## src/rtl/complex_gate_pipe_if.sv

```systemverilog
// rtl/complex_gate_pipe_if.sv - input/output handshake bundle for complex_gate_pipe
interface complex_gate_pipe_if #(
    parameter int WIDTH = 4,
    parameter int CNT_W = 8
);
    logic             in_valid;
    logic             in_ready;
    logic [1:0]       in_mode;
    logic [WIDTH-1:0] in_a;
    logic [WIDTH-1:0] in_b;
    logic [WIDTH-1:0] in_c;
    logic             out_valid;
    logic             out_ready;
    logic [WIDTH-1:0] out_z;
    logic [1:0]       out_mode;
    logic [CNT_W-1:0] out_cnt;

    // source of beats and sink of results
    modport master (
        output in_valid, in_mode, in_a, in_b, in_c, out_ready,
        input  in_ready, out_valid, out_z, out_mode, out_cnt
    );

    // the pipeline itself
    modport slave (
        input  in_valid, in_mode, in_a, in_b, in_c, out_ready,
        output in_ready, out_valid, out_z, out_mode, out_cnt
    );
endinterface

```

## src/rtl/complex_gate_pipe.sv

```systemverilog
// rtl/complex_gate_pipe.sv - elastic pipelined 3-input bitwise gate; optional trace via COMPLEX_GATE_PIPE_TRACE_EN
module complex_gate_pipe #(
    parameter int WIDTH  = 4,
    parameter int STAGES = 2,
    parameter int CNT_W  = 8
) (
    input logic                clk,
    input logic                rst,
    complex_gate_pipe_if.slave bus
);
    logic [STAGES-1:0] vld;
    logic [1:0]        mode_q [STAGES];
    logic [WIDTH-1:0]  z_q    [STAGES];
    logic [STAGES-1:0] rdy;
    logic [WIDTH-1:0]  func;
    logic [CNT_W-1:0]  cnt;
    logic              out_xfer;

    // bitwise function of the incoming beat; mode 0 is the legacy a/b/c gate
    always_comb begin
        func = '0;
        case (bus.in_mode)
            2'b00:   func = (bus.in_a & ~bus.in_c) ^ (bus.in_b & bus.in_c);
            2'b01:   func = (bus.in_a & bus.in_b) | bus.in_c;
            2'b10:   func = bus.in_a ^ bus.in_b ^ bus.in_c;
            default: func = (bus.in_a & bus.in_b) | (bus.in_a & bus.in_c) | (bus.in_b & bus.in_c);
        endcase
    end

    // stage k may load when it or any stage downstream of it is empty, or the sink takes a result;
    // written in unrolled form so no ready bit depends on another ready bit
    always_comb begin
        rdy = '0;
        for (int k = 0; k < STAGES; k++) begin
            rdy[k] = bus.out_ready;
            for (int j = k; j < STAGES; j++) begin
                if (!vld[j]) begin
                    rdy[k] = 1'b1;
                end
            end
        end
    end

    // pipeline registers: valid follows upstream on every ready cycle, payload only on a real beat
    always_ff @(posedge clk or posedge rst) begin
        if (rst) begin
            vld <= '0;
            for (int k = 0; k < STAGES; k++) begin
                mode_q[k] <= '0;
                z_q[k]    <= '0;
            end
        end else begin
            if (rdy[0]) begin
                vld[0] <= bus.in_valid;
                if (bus.in_valid) begin
                    mode_q[0] <= bus.in_mode;
                    z_q[0]    <= func;
                end
            end
            for (int k = 1; k < STAGES; k++) begin
                if (rdy[k]) begin
                    vld[k] <= vld[k-1];
                    if (vld[k-1]) begin
                        mode_q[k] <= mode_q[k-1];
                        z_q[k]    <= z_q[k-1];
                    end
                end
            end
        end
    end

    assign out_xfer = vld[STAGES-1] & bus.out_ready;

    // delivered-result counter, wraps naturally at 2^CNT_W
    always_ff @(posedge clk or posedge rst) begin
        if (rst) begin
            cnt <= '0;
        end else if (out_xfer) begin
            cnt <= cnt + 1'b1;
        end
    end

    assign bus.in_ready  = rdy[0];
    assign bus.out_valid = vld[STAGES-1];
    assign bus.out_mode  = mode_q[STAGES-1];
    assign bus.out_z     = z_q[STAGES-1];
    assign bus.out_cnt   = cnt;

`ifdef COMPLEX_GATE_PIPE_TRACE_EN
    // simulation trace of each delivered result; cnt shown before its increment
    always @(posedge clk) begin
        if (!rst && out_xfer) begin
            $display("t=%0t mode=%0d z=%b cnt=%0d", $time, bus.out_mode, bus.out_z, cnt);
        end
    end
`else
    // silent build: no trace logic
`endif
endmodule
```

## src/flat_wrapper.sv

```systemverilog
// flat-port wrapper written by rule: the top's interface ports become plain ports
module complex_gate_pipe_flat 
#(
    parameter int WIDTH  = 4,
    parameter int STAGES = 2,
    parameter int CNT_W  = 8
)
  (clk, rst, bus_in_valid, bus_in_mode, bus_in_a, bus_in_b, bus_in_c, bus_out_ready, bus_in_ready, bus_out_valid, bus_out_z, bus_out_mode, bus_out_cnt);
  complex_gate_pipe_if #(.WIDTH(WIDTH), .CNT_W(CNT_W)) bus_i ();
  input logic clk;
  input logic rst;
  input wire logic [$bits(bus_i.in_valid)-1:0] bus_in_valid;
  input wire logic [$bits(bus_i.in_mode)-1:0] bus_in_mode;
  input wire logic [$bits(bus_i.in_a)-1:0] bus_in_a;
  input wire logic [$bits(bus_i.in_b)-1:0] bus_in_b;
  input wire logic [$bits(bus_i.in_c)-1:0] bus_in_c;
  input wire logic [$bits(bus_i.out_ready)-1:0] bus_out_ready;
  output wire logic [$bits(bus_i.in_ready)-1:0] bus_in_ready;
  output wire logic [$bits(bus_i.out_valid)-1:0] bus_out_valid;
  output wire logic [$bits(bus_i.out_z)-1:0] bus_out_z;
  output wire logic [$bits(bus_i.out_mode)-1:0] bus_out_mode;
  output wire logic [$bits(bus_i.out_cnt)-1:0] bus_out_cnt;
  assign bus_i.in_valid = bus_in_valid;
  assign bus_i.in_mode = bus_in_mode;
  assign bus_i.in_a = bus_in_a;
  assign bus_i.in_b = bus_in_b;
  assign bus_i.in_c = bus_in_c;
  assign bus_i.out_ready = bus_out_ready;
  assign bus_in_ready = bus_i.in_ready;
  assign bus_out_valid = bus_i.out_valid;
  assign bus_out_z = bus_i.out_z;
  assign bus_out_mode = bus_i.out_mode;
  assign bus_out_cnt = bus_i.out_cnt;
  complex_gate_pipe #(.WIDTH(WIDTH), .STAGES(STAGES), .CNT_W(CNT_W)) u_core (.clk(clk), .rst(rst), .bus(bus_i));
endmodule
```

## config.mk

```make
export PLATFORM = sky130hd
export DESIGN_NAME = complex_gate_pipe_flat
export DESIGN_NICKNAME = d
export VERILOG_FILES = /design/src/rtl/complex_gate_pipe_if.sv /design/src/rtl/complex_gate_pipe.sv /design/src/flat_wrapper.sv
export SDC_FILE = /design/constraint.sdc
export NUM_CORES = 1
export LEC_CHECK = 0
export CAP_MARGIN = 10
export CORE_ASPECT_RATIO = 0.75
export CORE_MARGIN = 2
export CORE_UTILIZATION = 48
export DETAILED_ROUTE_END_ITERATION = 10
export HOLD_SLACK_MARGIN = 0.05
export PLACE_DENSITY = 0.79
export SYNTH_ARGS = -nofsm -noshare
export SYNTH_HDL_FRONTEND = slang
export SYNTH_SLANG_ARGS = --single-unit
```

## constraint.sdc

```tcl
create_clock -name clk -period 1.4 [get_ports clk]
set_input_delay 0.42 -clock clk [delete_from_list [all_inputs] [get_ports clk]]
set_output_delay 0.42 -clock clk [all_outputs]
set_load 0.01 [all_outputs]
```

==> results.py <==
# Physical implementation metrics
metrics = {
    "drt": {
        "wl_met3_um": 93,
        "finalWirelength_um": 3080,
        "drc_errors": 0,
        "antenna_left": 0,
        "top_layer_used": "met4",
        "num_vias": 1080,
        "wl_met1_um": 1350,
        "firstDrtPassIters": 4,
        "wire_per_inst_um": 14.0,
        "via_per_inst": 4.91,
        "drt_iter0_drc": 17,
    },
    "setup_path": {
        "crit_end": "bus_in_ready",
        "timing.critical_path.mode_cell": "buf_6",
        "cp.required_ps": 980,
        "end_kind": "primary output",
        "startpoint_type": "flip-flop",
        "reg2reg_from": "u_core.vld[1]",
        "crit_start": "u_core.vld[1]",
        "crit_chain": "buf_6 > nand3b_4 > buf_6",
        "max_stage_delay_ps": 430,
        "slowest_stage": "dfrtp_1",
        "reg2reg_slack_ps": 10,
        "cp_data_arrival_time_ps": 1050,
        "cp_num_cells": 3,
        "crit_fanout": 2,
        "crit_buf_inv": 2,
        "r2r-end": "u_core.bus.out_z[2]",
    },
    "place": {
        "portBuffers": 33,
        "placedInstanceArea_um2": 1850,
        "dp_hpwl_um": 2290,
        "dp_slack_ps": -694,
        "place_congestion": 0.752,
        "dpl.cell_count": 205,
    },
    "finish": {
        "num_antenna_cells": 0,
        "lay_top_count": "buf_4",
        "largest_reg_flops": 8,
        "final_area_um2": 1930,
        "utilization": 0.749,
        "drive_gt1_frac": 0.495,
        "stdcell_count": 220,
        "dominant_cells": "multi-input combinational cells",
        "final_cell_mix": "37 x buf_4, 22 x dfrtp_1, 13 x inv_1, 13 x mux2_2, 11 x clkbuf_2",
        "comb_share": 0.339,
        "fillers": 169,
        "comb_cells": 67,
        "clockBufferCount": 3,
        "clock_area_frac": 0.0272,
        "buffers": 71,
        "fin_nets": 212,
        "mi_logic_area_um2": 654,
        "layout.nonclk_buf_frac": 0.278,
        "regArea_um2": 551,
    },
    "sta": {
        "fin_setup_tns_ps": -91.3,
        "relSlewSlack": 0.752,
        "fmax_mhz": 681,
        "finalHoldWorstSlack_ps": 421,
        "hold_viol_final": 0,
        "worst_slack_ps": -69.2,
        "setup_violations": 2,
        "finalCritPeriodShare": 1.05,
        "worstMarginPinSlew_ps": 372,
        "rsz0062_at_grt": "yes",
        "maxSlewViolCount": 0,
    },
    "pwr": {
        "power.group.top": "combinational logic",
        "netSwitchingPower_mw": 0.821,
        "pg_seq_mw": 0.921,
        "p_comb_frac": 0.452,
        "pg_comb_mw": 1.16,
        "seqPwrFrac": 0.360,
        "p_int_mw": 1.74,
        "p_leak_nw": 0.961,
        "clock_power_share": 0.188,
        "switching_share": 0.321,
        "powerDensity_nw_per_um2": 1320,
        "peakVddDrop_uv": 801,
        "p_clk_mw": 0.482,
        "finalPower_mw": 2.56,
    },
    "clocking": {
        "ctsResizeCount": 72,
        "cts_root_buffer": "clkbuf_4",
        "path_clk_slew_ps": 130,
        "cts_tree": "yes",
        "cts_hold_buffers": 0,
        "postCtsSetupBuffers": 10,
        "cts_buffer_depth": 2,
        "h-tree-depth": 1,
    },
    "run_status": {
        "status": "finished, violations left",
        "failed_checks": "negative setup slack",
    },
    "die": {
        "rows": 16,
        "n_tap_cell": 36,
        "die_y_um": 48.9,
        "fp.coreArea_um2": 2580,
        "fp-utilization": 0.499,
        "dieArea_um2": 3120,
        "ioPinCount": 34,
    },
    "grt": {
        "grt_start_max_net_pins": 23,
        "grt_pass1_wl_um": 5260,
        "grt_overflow_total": 0,
        "grt_antenna_before_repair": 0,
        "grt_pass1_vias": 1169,
        "grt_busiest_layer": "met2",
        "gr-usage-met3": 0.0416,
        "use_met1": 0.282,
        "met2_usage": 0.384,
        "grt_use_total": 0.215,
    },
    "synthesis": {
        "ys_warn_count": 0,
        "xor_share": 0.0476,
        "top_cell": "dfrtp_1",
        "yosys.stat.seqShare": 0.428,
        "synthTopCellsByCount": "22 x dfrtp_1, 20 x inv_1, 13 x mux2_2",
        "top_cells_by_area": "dfrtp_1 43%, mux2_2 11%, fa_1 6.2%",
        "synthCells": 117,
        "synth-edff-count": 0,
        "compound_area_frac": 0.0816,
        "ys_ff": 22,
        "ys_sh_mux": 0.114,
        "syn_avg_cell_area_um2": 11.0,
        "simple_gate_area_frac": 0.119,
        "ys_sh_adder": 0.111,
        "ys_area_um2": 1290,
        "fp_nets": 144,
        "logic_family": "simple AND/OR/NAND/NOR gates",
        "synth_top_area_share": 0.428,
        "synth_area_um2": 1290,
        "ys_cells": 117,
        "synth_async_sr_flop_share": 1.00,
    },
    "min_path": {
        "hp-class": "input port to async pin",
    },
    "flow_run": {
        "warnings": 33,
    },
}
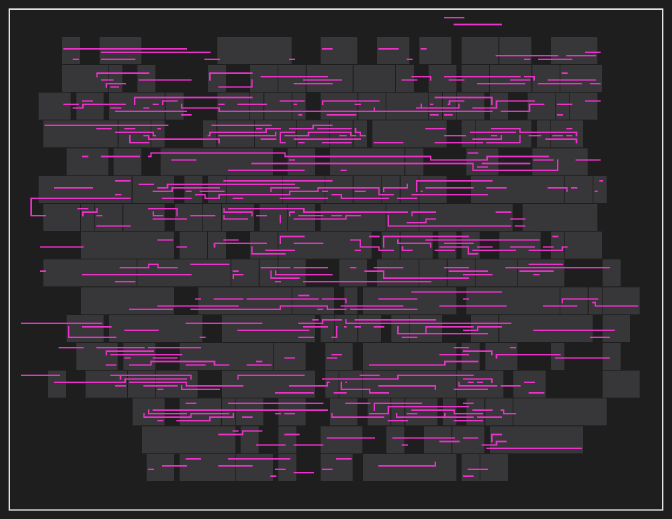
**Above:** met1 routing.
Cells faint in the background.
The layer carries 1350 um of wire. 187 nets have wire on it. The layer holds 44% of the routed length.

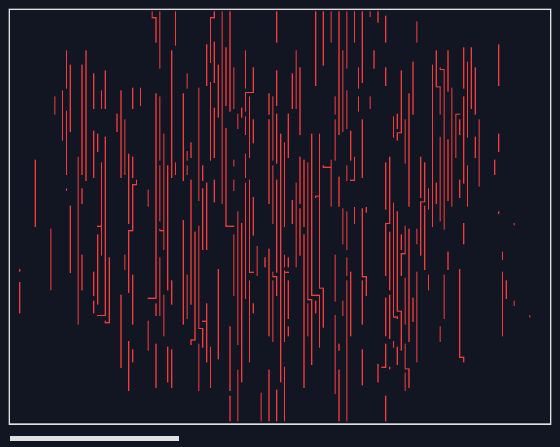
**Above:** signal wires on met2.
Bar = 20 um.
The layer holds 53% of the routed length. The layer carries 1620 um of wire. The wires run mostly vertical.

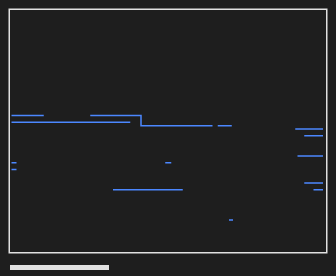
**Above:** signal wires on met3.
Bar = 20 um.
The layer holds 3.1% of the routed length. 13 nets have wire on it. The wires run mostly horizontal. The longest straight run is 23.7 um. The layer carries 93.8 um of wire.

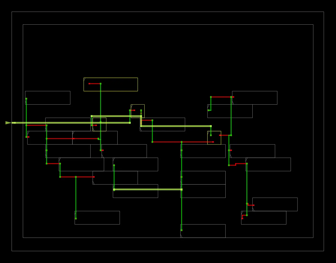
**Above:** clock nets.
clock skew: 14.0 ps
Flops: 22
clk sinks: 22
clk_lat worst skew: 310 ps
Num CTS Buffers: 3

Power is estimated from default activity; no workload was simulated.
